==> config.mk <==
export PLATFORM = sky130hd
export DESIGN_NAME = mac_sequencer
export DESIGN_NICKNAME = d
export VERILOG_FILES = /design/src/rtl/mac_sequencer.sv
export SDC_FILE = /design/constraint.sdc
export NUM_CORES = 1
export LEC_CHECK = 0
export CAP_MARGIN = 20
export CORE_ASPECT_RATIO = 0.7
export CORE_UTILIZATION = 40
export CTS_CLUSTER_DIAMETER = 60
export DETAILED_ROUTE_END_ITERATION = 8
export DONT_BUFFER_PORTS = 1
export SLEW_MARGIN = 20
export SYNTH_ARGS = -nofsm -noshare
export SYNTH_HDL_FRONTEND = slang
export SYNTH_SLANG_ARGS = --single-unit
==> constraint.sdc <==
create_clock -name clk -period 2.1 [get_ports clk]
set_clock_uncertainty 0.05 [all_clocks]
set_input_delay 0.42 -clock clk [delete_from_list [all_inputs] [get_ports clk]]
set_output_delay 0.42 -clock clk [all_outputs]
set_load 0.01 [all_outputs]
==> src/rtl/mac_sequencer.sv <==
// Dot-product issue controller: fetches signed pairs, drives the multiplier start/ready handshake, pulses acc_en.
// Done arrives 4 + N*(3+W) cycles after vec_start; stalls in FETCH on in_valid; watchdog under MAC_SEQ_TIMEOUT_EN.
module mac_sequencer #(
  parameter int DATA_WIDTH = 16,
  parameter int LEN_WIDTH  = 8,
  parameter int ACC_WIDTH  = 40,
  parameter int TIMEOUT    = 64
) (
  input  logic                         clk,
  input  logic                         rst,
  input  logic                         vec_start,
  input  logic [LEN_WIDTH-1:0]         vec_len,
  input  logic                         vec_abort,
  input  logic                         in_valid,
  output logic                         in_ready,
  input  logic signed [DATA_WIDTH-1:0] in_a,
  input  logic signed [DATA_WIDTH-1:0] in_b,
  output logic                         mul_start,
  output logic signed [DATA_WIDTH-1:0] mul_m,
  output logic signed [DATA_WIDTH-1:0] mul_q,
  input  logic                         mul_ready,
  output logic                         clr_acc,
  output logic                         acc_en,
  input  logic [ACC_WIDTH-1:0]         acc_in,
  output logic [ACC_WIDTH-1:0]         result,
  output logic                         done,
  output logic                         busy,
  output logic [LEN_WIDTH-1:0]         count,
  output logic                         err
);

  localparam logic [2:0] S_IDLE      = 3'd0;
  localparam logic [2:0] S_CLEAR     = 3'd1;
  localparam logic [2:0] S_FETCH     = 3'd2;
  localparam logic [2:0] S_ISSUE     = 3'd3;
  localparam logic [2:0] S_WAIT_BUSY = 3'd4;
  localparam logic [2:0] S_WAIT_DONE = 3'd5;
  localparam logic [2:0] S_ACCUM     = 3'd6;
  localparam logic [2:0] S_FINISH    = 3'd7;

  logic [2:0]           state;
  logic [LEN_WIDTH-1:0] remaining;
  logic                 fin_q;
  logic                 wd_fire;
  logic                 kill;

  assign kill      = (vec_abort && state != S_IDLE) || wd_fire;
  assign in_ready  = (state == S_FETCH) && !vec_abort;
  assign mul_start = (state == S_ISSUE);
  assign clr_acc   = (state == S_CLEAR);
  assign acc_en    = (state == S_ACCUM) && !vec_abort;
  assign busy      = (state != S_IDLE);

  always_ff @(posedge clk) begin
    if (rst) begin
      state     <= S_IDLE;
      remaining <= '0;
      count     <= '0;
      mul_m     <= '0;
      mul_q     <= '0;
      result    <= '0;
      fin_q     <= 1'b0;
      done      <= 1'b0;
    end else begin
      // done trails FINISH by one extra register stage so it lands with result already stable
      done  <= fin_q;
      fin_q <= 1'b0;
      if (kill) begin
        state <= S_IDLE;
      end else begin
        case (state)
          S_IDLE: if (vec_start && !vec_abort) begin
            remaining <= vec_len;
            count     <= '0;
            state     <= S_CLEAR;
          end
          S_CLEAR: state <= (remaining == '0) ? S_FINISH : S_FETCH;
          S_FETCH: if (in_valid) begin
            mul_m <= in_a;
            mul_q <= in_b;
            state <= S_ISSUE;
          end
          S_ISSUE:     state <= S_WAIT_BUSY;
          S_WAIT_BUSY: if (!mul_ready) state <= S_WAIT_DONE;
          S_WAIT_DONE: if (mul_ready) state <= S_ACCUM;
          S_ACCUM: begin
            count     <= count + LEN_WIDTH'(1);
            remaining <= remaining - LEN_WIDTH'(1);
            state     <= (remaining == LEN_WIDTH'(1)) ? S_FINISH : S_FETCH;
          end
          default: begin
            result <= acc_in;
            fin_q  <= 1'b1;
            state  <= S_IDLE;
          end
        endcase
      end
    end
  end

`ifdef MAC_SEQ_TIMEOUT_EN
  localparam int WD_W = $clog2(TIMEOUT + 1);
  logic [WD_W-1:0] wd_cnt;
  logic            waiting;

  assign waiting = (state == S_WAIT_BUSY) || (state == S_WAIT_DONE);
  assign wd_fire = waiting && (wd_cnt == WD_W'(TIMEOUT - 1));

  always_ff @(posedge clk) begin
    if (rst) begin
      wd_cnt <= '0;
      err    <= 1'b0;
    end else begin
      err <= wd_fire;
      if (state == S_ISSUE)
        wd_cnt <= '0;
      else if (waiting)
        wd_cnt <= wd_cnt + WD_W'(1);
    end
  end
`else
  // TIMEOUT only sizes the watchdog; without it err is constant low
  assign wd_fire = 1'b0;
  assign err     = (TIMEOUT < 0);
`endif

endmodule
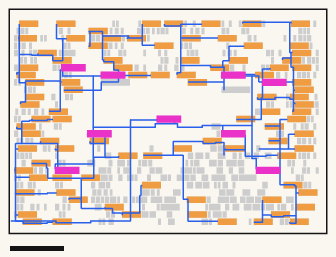
Fig. 1. Clock distribution.
Bar = 20 um.
[clock-net drivers] magenta | count: 9
[flip-flops] orange | count: 93
[clock wires] blue | length: 1170 um
flops lie: all over the die

==> run summary <==
initial antenna violation count - 0
Hold Buf Count CTS - 0
Area leader share - 50.2%
DRC - 0
most common cell in the synthesized netlist - nand2_1
Logic cell area - 1680 um^2
total track usage - 17.4%
status - completed
ANT cells - 0
CP max stage delay - 0.39 ns
peak supply drop - 0.000604 V
Top non-seq family - simple AND/OR/NAND/NOR gates
Worst Path Required - 1.63 ns
Initial DRC Count - 114
fmax - 522 MHz
pre-CTS WS - 0.241 ns
hold wc startpoint - rst
crit path cell chain - buf_4 -> nor4b_2 -> buf_4
Async SR Flop Fraction - 0%
critical path arrival - 1.45 ns
Synth Seq Share - 50.2%
Yosys cell types - 47
first-pass GRT wire length - 12700 um
WHS Path Cells - 1
Sequential cell area - 1860 um^2
clk latency late pin - 0.33 ns
worst rel slew slack - 51.5%
WL/cell - 15.1 um
Die Height - 82.6 um
Setup violations, final - 0
Syn Inst Count - 466
Pwr per Cell Area - 1040 nW/um^2
fin crit period - 1.92 ns
slowest cell on the critical path - nor4b_2
DR pass1 iterations - 4
Routed Antenna Nets - 0
r2r endpoint - state[0]
Worst setup SP type - flip-flop
Final Cycle Share - 91.2%
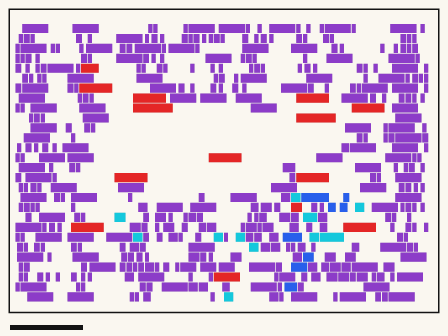
Fig. 2. Cell sizes after repair.
Bar = 20 um.
[x2] blue | cells: 8 | share: 1.7%
[x3 and x4] cyan | cells: 11 | share: 2.4% | most used: buf_4
[x6 and larger] red | cells: 14 | share: 3.1% | most used: clkbuf_16
[x1 and smaller] purple | cells: 425 | share: 93% | most used: nand2_1
Final Cell Area: 4110 um^2
area grow syn2layout: 10.8%
setup slack after layout: 0.184 ns
Signal buffers: 9

## layout make-up
type,count,share of cell area [%]
sequential,93,45.3
multi-input combinational,336,40.8
clock buffer,11,5.90
tap,120,3.65
clock inverter,5,2.01
timing repair buffer,9,1.95
inverter,4,0.365
## routing by layer
metal | GRT usage [%] | routed length (um) | share of wire, % | vias to the layer above
met1 | 19.6 | 3700 | 42 | 1395
met3 | 8.61 | 1050 | 12 | 9
met5 | 0 | 0 | 0 | -
met4 | 6.08 | 100 | 1.1 | 0
li1 | - | - | - | 1526
met2 | 28.9 | 3880 | 44 | 129
## worst max-delay path by stage
stage	endpoint	slack, ns
2_1_floorplan	mul_m[0]	0.47
3_3_place_gp	state[0]	0.26
3_5_place_dp	state[0]	0.24
4_1_cts	in_ready	0.02
5_1_grt	result[17]	0.08
6_report	in_ready	0.18
## report_power, final
group / switching [uW] / internal, uW / total (uW)
logic: 316 / 239 / 555
clock network: 674 / 1080 / 1750
registers: 127 / 1850 / 1970
total: 1120 / 3170 / 4280
## cells in the final DEF (no fill, tap or decap), types with 2 or more instances in the layout
cell type  count
nand2_1      153
dfxtp_1       92
a21oi_1       83
nor2_1        17
clkbuf_16      9
buf_4          8
o21ai_0        7
nand3_1        5
inv_1          4
and2_1         4
nand2b_1       4
nor3_1         4
a211oi_1       4
a21o_1         4
ha_1           4
nand3b_1       3
o211ai_1       3
o21ai_1        3
xor2_1         3
o21a_1         3
nor2b_1        3
nor3b_1        2
o2111ai_1      2
xnor2_1        2
a31oi_1        2
bufinv_16      2
## state kept, by name (all words and copies together), names as in the netlist
signal	cells
count	8
done	1
fin_q	1
mul_m	16
mul_q	16
remaining	8
result	40
state	3
## cells by family after synthesis
family | after synthesis
AND/OR/NAND/NOR | 206
XOR/XNOR | 5
buffers and inverters | 37
adder cells (fa/ha/maj) | 4
AND-OR/OR-AND | 120
flip-flops | 93
other | 1
## critical path: cells and delay by family, from the launching register on
family	cells	cell delay [ns]
and+or+nand+nor	1	0.39
buffers and inverters	2	0.37
DFF	1	0.35
## through the flow
stage               hold WS, ns  std cells  instance area, um^2
CTS                      0.0885        578                 4110
global route             0.0780        578                 4110
global placement          0.382        562                 3780
floorplan                 0.364        466                 3710
detailed placement        0.375        562                 3780
finish                    0.102        578                 4110
## timing repair
item                       CTS  global route
gates resized                0             1
buffers inserted             0             0
setup endpoints to repair    0             1
Power figures rest on the tool's default switching activity, not on a simulated workload.
